--- src/rtl/seg7_pkg.sv ---
// Shared types and constants for the seven-segment scan controller family.
// Font is hex 0..F with bit 6 = segment a through bit 0 = segment g.
package seg7_pkg;

   typedef enum logic [1:0] {
      StIdle,
      StBlank,
      StOn
   } scan_state_e;

   localparam int unsigned PWM_PERIOD = 15;

   // Packed so that SEG_FONT[n] is the pattern for nibble n.
   localparam logic [15:0][6:0] SEG_FONT = {
      7'h47, 7'h4F, 7'h3D, 7'h4E,  // F E d C
      7'h1F, 7'h77, 7'h7B, 7'h7F,  // b A 9 8
      7'h70, 7'h5F, 7'h5B, 7'h33,  // 7 6 5 4
      7'h79, 7'h6D, 7'h30, 7'h7E   // 3 2 1 0
   };

   function automatic logic [6:0] font_lookup(input logic [3:0] nibble);
      return SEG_FONT[nibble];
   endfunction

endpackage

--- src/rtl/seg7_font_rom.sv ---
// Registered hex-nibble to a..g segment lookup with an output gate.
// A low gate registers all segments dark regardless of the nibble.
module seg7_font_rom
   import seg7_pkg::*;
(
   input  logic       clk,
   input  logic       rst_n,
   input  logic [3:0] nibble,
   input  logic       gate,
   output logic [6:0] seg
);

   logic [6:0] seg_q;

   always_ff @(posedge clk or negedge rst_n) begin
      if (!rst_n) begin
         seg_q <= '0;
      end else if (gate) begin
         seg_q <= font_lookup(nibble);
      end else begin
         seg_q <= '0;
      end
   end

   assign seg = seg_q;

endmodule

--- src/rtl/seg7_scan_ctrl.sv ---
// Time-multiplexed scan controller for a common-cathode seven-segment display with
// dead-time blanking, per-digit PWM brightness and frame-synchronous data updates.
module seg7_scan_ctrl
   import seg7_pkg::*;
#(
   parameter int unsigned DIGITS = 4,
   parameter int unsigned DWELL  = 1000,
   parameter int unsigned BLANK  = 8,
   parameter int unsigned CNT_W  = 16
) (
   input  logic                  clk,
   input  logic                  rst_n,
   input  logic                  en,
   input  logic [3:0]            brightness,
   input  logic                  load_valid,
   input  logic [4*DIGITS-1:0]   load_data,
   input  logic [DIGITS-1:0]     load_blank,
   output logic                  load_ready,
   output logic [6:0]            seg,
   output logic [DIGITS-1:0]     digit_sel,
   output logic                  frame_done
);

   localparam int unsigned      IDX_W      = $clog2(DIGITS);
   localparam logic [CNT_W-1:0] LAST_CNT   = CNT_W'(DWELL - 1);
   localparam logic [CNT_W-1:0] BLANK_LAST = CNT_W'(BLANK - 1);
   localparam logic [CNT_W-1:0] ON_CNT     = CNT_W'(BLANK);
   localparam logic [IDX_W-1:0] LAST_IDX   = IDX_W'(DIGITS - 1);
   localparam logic [3:0]       PWM_LAST   = 4'(PWM_PERIOD - 1);

   scan_state_e          state_q, state_d;
   logic [CNT_W-1:0]     cnt_q, cnt_d;
   logic [IDX_W-1:0]     idx_q, idx_d;
   logic [3:0]           pwm_q, pwm_d;
   logic [3:0]           bright_q, bright_d;
   logic [DIGITS-1:0]    sel_q, sel_d;
   logic                 fd_q, fd_d;

   logic                 empty_q, empty_d;
   logic [4*DIGITS-1:0]  shadow_data_q, shadow_data_d;
   logic [DIGITS-1:0]    shadow_blank_q, shadow_blank_d;
   logic [4*DIGITS-1:0]  act_data_q, act_data_d;
   logic [DIGITS-1:0]    act_blank_q, act_blank_d;

   logic                 accept;
   logic                 copy;
   logic [3:0]           rom_nibble;
   logic                 rom_gate;

   // Scan sequencing: slot counter runs 0..DWELL-1, BLANK first, ON for the rest.
   always_comb begin
      state_d  = state_q;
      cnt_d    = cnt_q;
      idx_d    = idx_q;
      pwm_d    = pwm_q;
      bright_d = bright_q;
      if (!en) begin
         state_d = StIdle;
         cnt_d   = '0;
         idx_d   = '0;
         pwm_d   = '0;
      end else begin
         unique case (state_q)
            StIdle: begin
               state_d = StBlank;
               cnt_d   = '0;
               idx_d   = '0;
            end
            StBlank: begin
               if (cnt_q == BLANK_LAST) begin
                  state_d  = StOn;
                  cnt_d    = ON_CNT;
                  pwm_d    = '0;
                  bright_d = brightness;
               end else begin
                  cnt_d = cnt_q + 1'b1;
               end
            end
            StOn: begin
               pwm_d = (pwm_q == PWM_LAST) ? 4'd0 : pwm_q + 1'b1;
               if (cnt_q == LAST_CNT) begin
                  state_d = StBlank;
                  cnt_d   = '0;
                  pwm_d   = '0;
                  idx_d   = (idx_q == LAST_IDX) ? '0 : idx_q + 1'b1;
               end else begin
                  cnt_d = cnt_q + 1'b1;
               end
            end
            default: state_d = StIdle;
         endcase
      end
   end

   // Shadow is only ever copied while full and only ever filled while empty,
   // so an accept on the frame_done cycle is held for the following boundary.
   assign accept = load_valid && empty_q;
   assign copy   = !empty_q && (fd_q || (state_q == StIdle));

   always_comb begin
      empty_d        = empty_q;
      shadow_data_d  = shadow_data_q;
      shadow_blank_d = shadow_blank_q;
      act_data_d     = act_data_q;
      act_blank_d    = act_blank_q;
      if (copy) begin
         act_data_d  = shadow_data_q;
         act_blank_d = shadow_blank_q;
         empty_d     = 1'b1;
      end
      if (accept) begin
         shadow_data_d  = load_data;
         shadow_blank_d = load_blank;
         empty_d        = 1'b0;
      end
   end

   // Outputs are registered from next-state values so they line up with the state.
   always_comb begin
      rom_nibble = act_data_q[{idx_d, 2'b00} +: 4];
      rom_gate   = (state_d == StOn) && !act_blank_q[idx_d] && (pwm_d < bright_d);
      fd_d       = (state_d == StOn) && (idx_d == LAST_IDX) && (cnt_d == LAST_CNT);
      sel_d      = '1;
      for (int unsigned i = 0; i < DIGITS; i++) begin
         if ((state_d == StOn) && (idx_d == IDX_W'(i))) begin
            sel_d[i] = 1'b0;
         end
      end
   end

   always_ff @(posedge clk or negedge rst_n) begin
      if (!rst_n) begin
         state_q        <= StIdle;
         cnt_q          <= '0;
         idx_q          <= '0;
         pwm_q          <= '0;
         bright_q       <= '0;
         sel_q          <= '1;
         fd_q           <= 1'b0;
         empty_q        <= 1'b1;
         shadow_data_q  <= '0;
         shadow_blank_q <= '0;
         act_data_q     <= '0;
         act_blank_q    <= '1;
      end else begin
         state_q        <= state_d;
         cnt_q          <= cnt_d;
         idx_q          <= idx_d;
         pwm_q          <= pwm_d;
         bright_q       <= bright_d;
         sel_q          <= sel_d;
         fd_q           <= fd_d;
         empty_q        <= empty_d;
         shadow_data_q  <= shadow_data_d;
         shadow_blank_q <= shadow_blank_d;
         act_data_q     <= act_data_d;
         act_blank_q    <= act_blank_d;
      end
   end

   seg7_font_rom u_font_rom (
      .clk    (clk),
      .rst_n  (rst_n),
      .nibble (rom_nibble),
      .gate   (rom_gate),
      .seg    (seg)
   );

   assign load_ready = empty_q;
   assign digit_sel  = sel_q;
   assign frame_done = fd_q;

endmodule

--- config.mk ---
export PLATFORM = sky130hd
export DESIGN_NAME = seg7_scan_ctrl
export DESIGN_NICKNAME = d
export VERILOG_FILES = /design/src/rtl/seg7_pkg.sv /design/src/rtl/seg7_font_rom.sv /design/src/rtl/seg7_scan_ctrl.sv
export SDC_FILE = /design/constraint.sdc
export NUM_CORES = 1
export LEC_CHECK = 0
export ABC_AREA = 1
export CAP_MARGIN = 15
export CORE_ASPECT_RATIO = 0.5
export CORE_MARGIN = 3
export CORE_UTILIZATION = 58
export DETAILED_ROUTE_END_ITERATION = 10
export PLACE_DENSITY = 0.91
export SLEW_MARGIN = 25
export SYNTH_ARGS = -nofsm -noshare
export SYNTH_HDL_FRONTEND = slang
export SYNTH_SLANG_ARGS = --single-unit
export TNS_END_PERCENT = 50
--- constraint.sdc ---
create_clock -name clk -period 3.5 [get_ports clk]
set_clock_uncertainty 0.1 [all_clocks]
set_input_delay 0.35 -clock clk [delete_from_list [all_inputs] [get_ports clk]]
set_output_delay 0.35 -clock clk [all_outputs]
set_load 0.05 [all_outputs]
Gate-type map:
Scale: 4 px per µm.
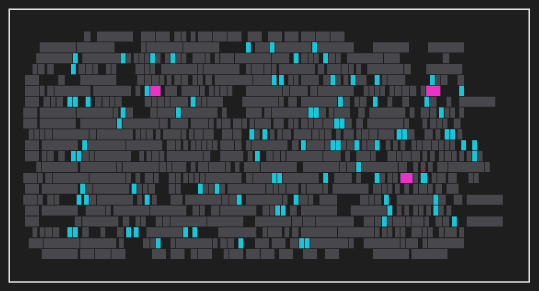
legend:
  cyan:
    family: inverters
    cells: 84
    where: spread over the die
  magenta:
    family: AND-OR and OR-AND gates
    cells: 3

Met2 routing:
Scale: 3 px per µm. Cells faint in the background.
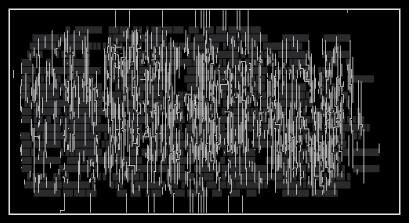
longest straight run: 31.6 µm
nets with wire on the layer: 536
wire length on this layer: 4760 µm

==> results_dict.tcl <==
# metrics dict for downstream scripts
set metrics [dict create \
    clockPowerShare_pct 32.2 \
    synth_seq_share_pct 45.98 \
    static-leakage-power_uw 0.002628 \
    finalCriticalPeriod_ps 2985 \
    drt_first_iter_violations 390 \
    result_of_the_run "finished, final reports clean" \
    fin_worst_hold_slack_ps 381.6 \
    setup-violations-final 0 \
    clk_pin_slew_ps 70 \
    placementRows 21 \
    cap_viol_max_count 0 \
    simple_gate_share_pct 29.55 \
    diodes 0 \
    ys_area_mm2 0.004433 \
    postSynthRegisterBits 81 \
    grt_pass1_vias 3629 \
    timing_max_transition_violations_final 0 \
    fmax_mhz 335.0 \
    pwr.group.combinational_uw 690 \
    antenna_violating_nets_post_route 0 \
    worst_path_max_delay_cell "sky130_fd_sc_hd__ha_1" \
    setup.worst_path.end_class "flip-flop" \
    synth-async-reset-ratio_pct 100.0 \
]
Metal 3:
Scale: 3 px per µm.
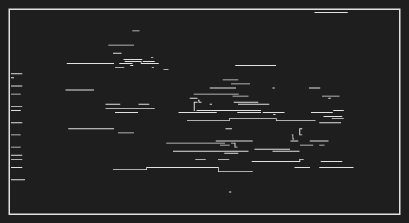
longest straight run: 24.8 µm
share of all routed wire: 5.9%
main direction: horizontal
wire length on this layer: 582 µm
via count: 3834
met3 demand-to-capacity share in global routing: 6.937%
Final Routed Wirelength: 9855 µm

Drive-strength map:
Scale: 4 px per µm.
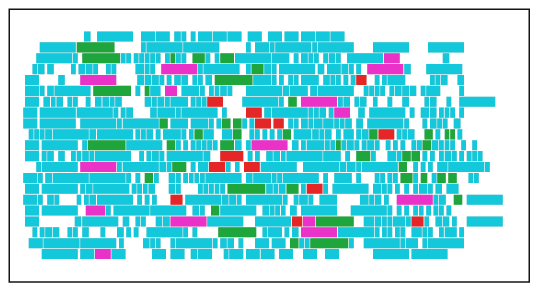
legend:
  magenta:
    size: drive 6 and up
    cells: 15
  red:
    size: drive 3 to 4
    cells: 13
  cyan:
    size: drive 1 or less
    cells: 553
  green:
    size: drive 2
    cells: 43
fin worst setup slack: 515.0 ps
layout overhead on the synthesized area: 17.87%

==> flip-flops by register name, summed over array words and instances (netlist names) <==
name            cells
u_font_rom.seg      7
digit_sel           4
state_q             2
frame_done          1
cnt_q              16
act_data_q         16
shadow_blank_q      4
pwm_q               4
bright_q            4
shadow_data_q      16
load_ready          1
idx_q               2
act_blank_q         4
==> stage by stage <==
stage | power [µW] | utilization [%] | instance area [µm²] | std cells | setup slack [ps]
6_report | 2878 | 74.20 | 5225 | 716 | 515.0
5_1_grt | 3065 | 74.20 | 5225 | 716 | 276.7
4_1_cts | 2884 | 74.01 | 5211 | 715 | 562.9
3_5_place_dp | 1943 | 69.79 | 4915 | 699 | 645.6
3_3_place_gp | 1916 | 69.76 | 4912 | 699 | 763.5
2_1_floorplan | 1741 | - | 4433 | 577 | 960.0
==> cell usage after synthesis (3+ instances only) <==
cell | n | area share, %
sky130_fd_sc_hd__nand4_1 | 4 | 0.56
sky130_fd_sc_hd__o21ai_0 | 34 | 3.8
sky130_fd_sc_hd__nor2_2 | 7 | 0.99
sky130_fd_sc_hd__nand3_1 | 32 | 3.6
sky130_fd_sc_hd__nor3_1 | 4 | 0.45
sky130_fd_sc_hd__a21oi_1 | 36 | 4.1
sky130_fd_sc_hd__inv_1 | 77 | 6.5
sky130_fd_sc_hd__nand2_4 | 4 | 1.0
sky130_fd_sc_hd__nor2_1 | 69 | 5.8
sky130_fd_sc_hd__o21ai_1 | 3 | 0.34
sky130_fd_sc_hd__nand2_1 | 147 | 12
sky130_fd_sc_hd__dfrtp_1 | 72 | 41
sky130_fd_sc_hd__inv_2 | 5 | 0.42
sky130_fd_sc_hd__nand2_2 | 11 | 1.6
sky130_fd_sc_hd__nand3b_1 | 4 | 0.68
sky130_fd_sc_hd__xor2_1 | 3 | 0.59
sky130_fd_sc_hd__ha_1 | 17 | 4.8
sky130_fd_sc_hd__dfstp_2 | 9 | 5.3
sky130_fd_sc_hd__nor2_4 | 3 | 0.76
sky130_fd_sc_hd__nand3_2 | 4 | 0.90
sky130_fd_sc_hd__clkbuf_1 | 11 | 0.93
==> final cells by class <==
class	instances	share of cell area [%]
tap	92	2.203
multi-input combinational	399	38.75
sequential	81	39.01
inverter	84	6.058
timing repair buffer	44	8.309
clock inverter	6	1.102
clock buffer	10	4.574
==> routing by layer <==
| metal | wire [µm] | GRT usage [%] | vias to the layer above |
|---|---|---|---|
| met3 | 581 | 6.937 | 26 |
| li1 | - | - | 1901 |
| met4 | 218 | 8.420 | 0 |
| met5 | 0 | 0 | - |
| met1 | 4298 | 31.23 | 1769 |
| met2 | 4756 | 41.03 | 138 |
==> timing repair <==
action,in CTS,in global routing
endpoints found under the hold margin,0,2
resized,0,0
hold buffers,0,1
==> path summary, 6_finish.rpt <==
path,startpoint,to,slack [ps]
worst max-delay path,state_q[0],u_font_rom.seg[3],520
worst min-delay path,bright_q[0],bright_q[0],380
worst max register to register,state_q[0],u_font_rom.seg[3],520
worst min register to register,bright_q[0],bright_q[0],380
max in group asynchronous,rst_n,cnt_q[6],2320
min in group asynchronous,rst_n,act_data_q[7],500
==> worst min-delay path: cells and delay by family (launching register included) <==
family	cells	cell delay [ps]
flip-flops	1	330
AND/OR/NAND/NOR	2	120
Power is estimated from default activity; no workload was simulated.
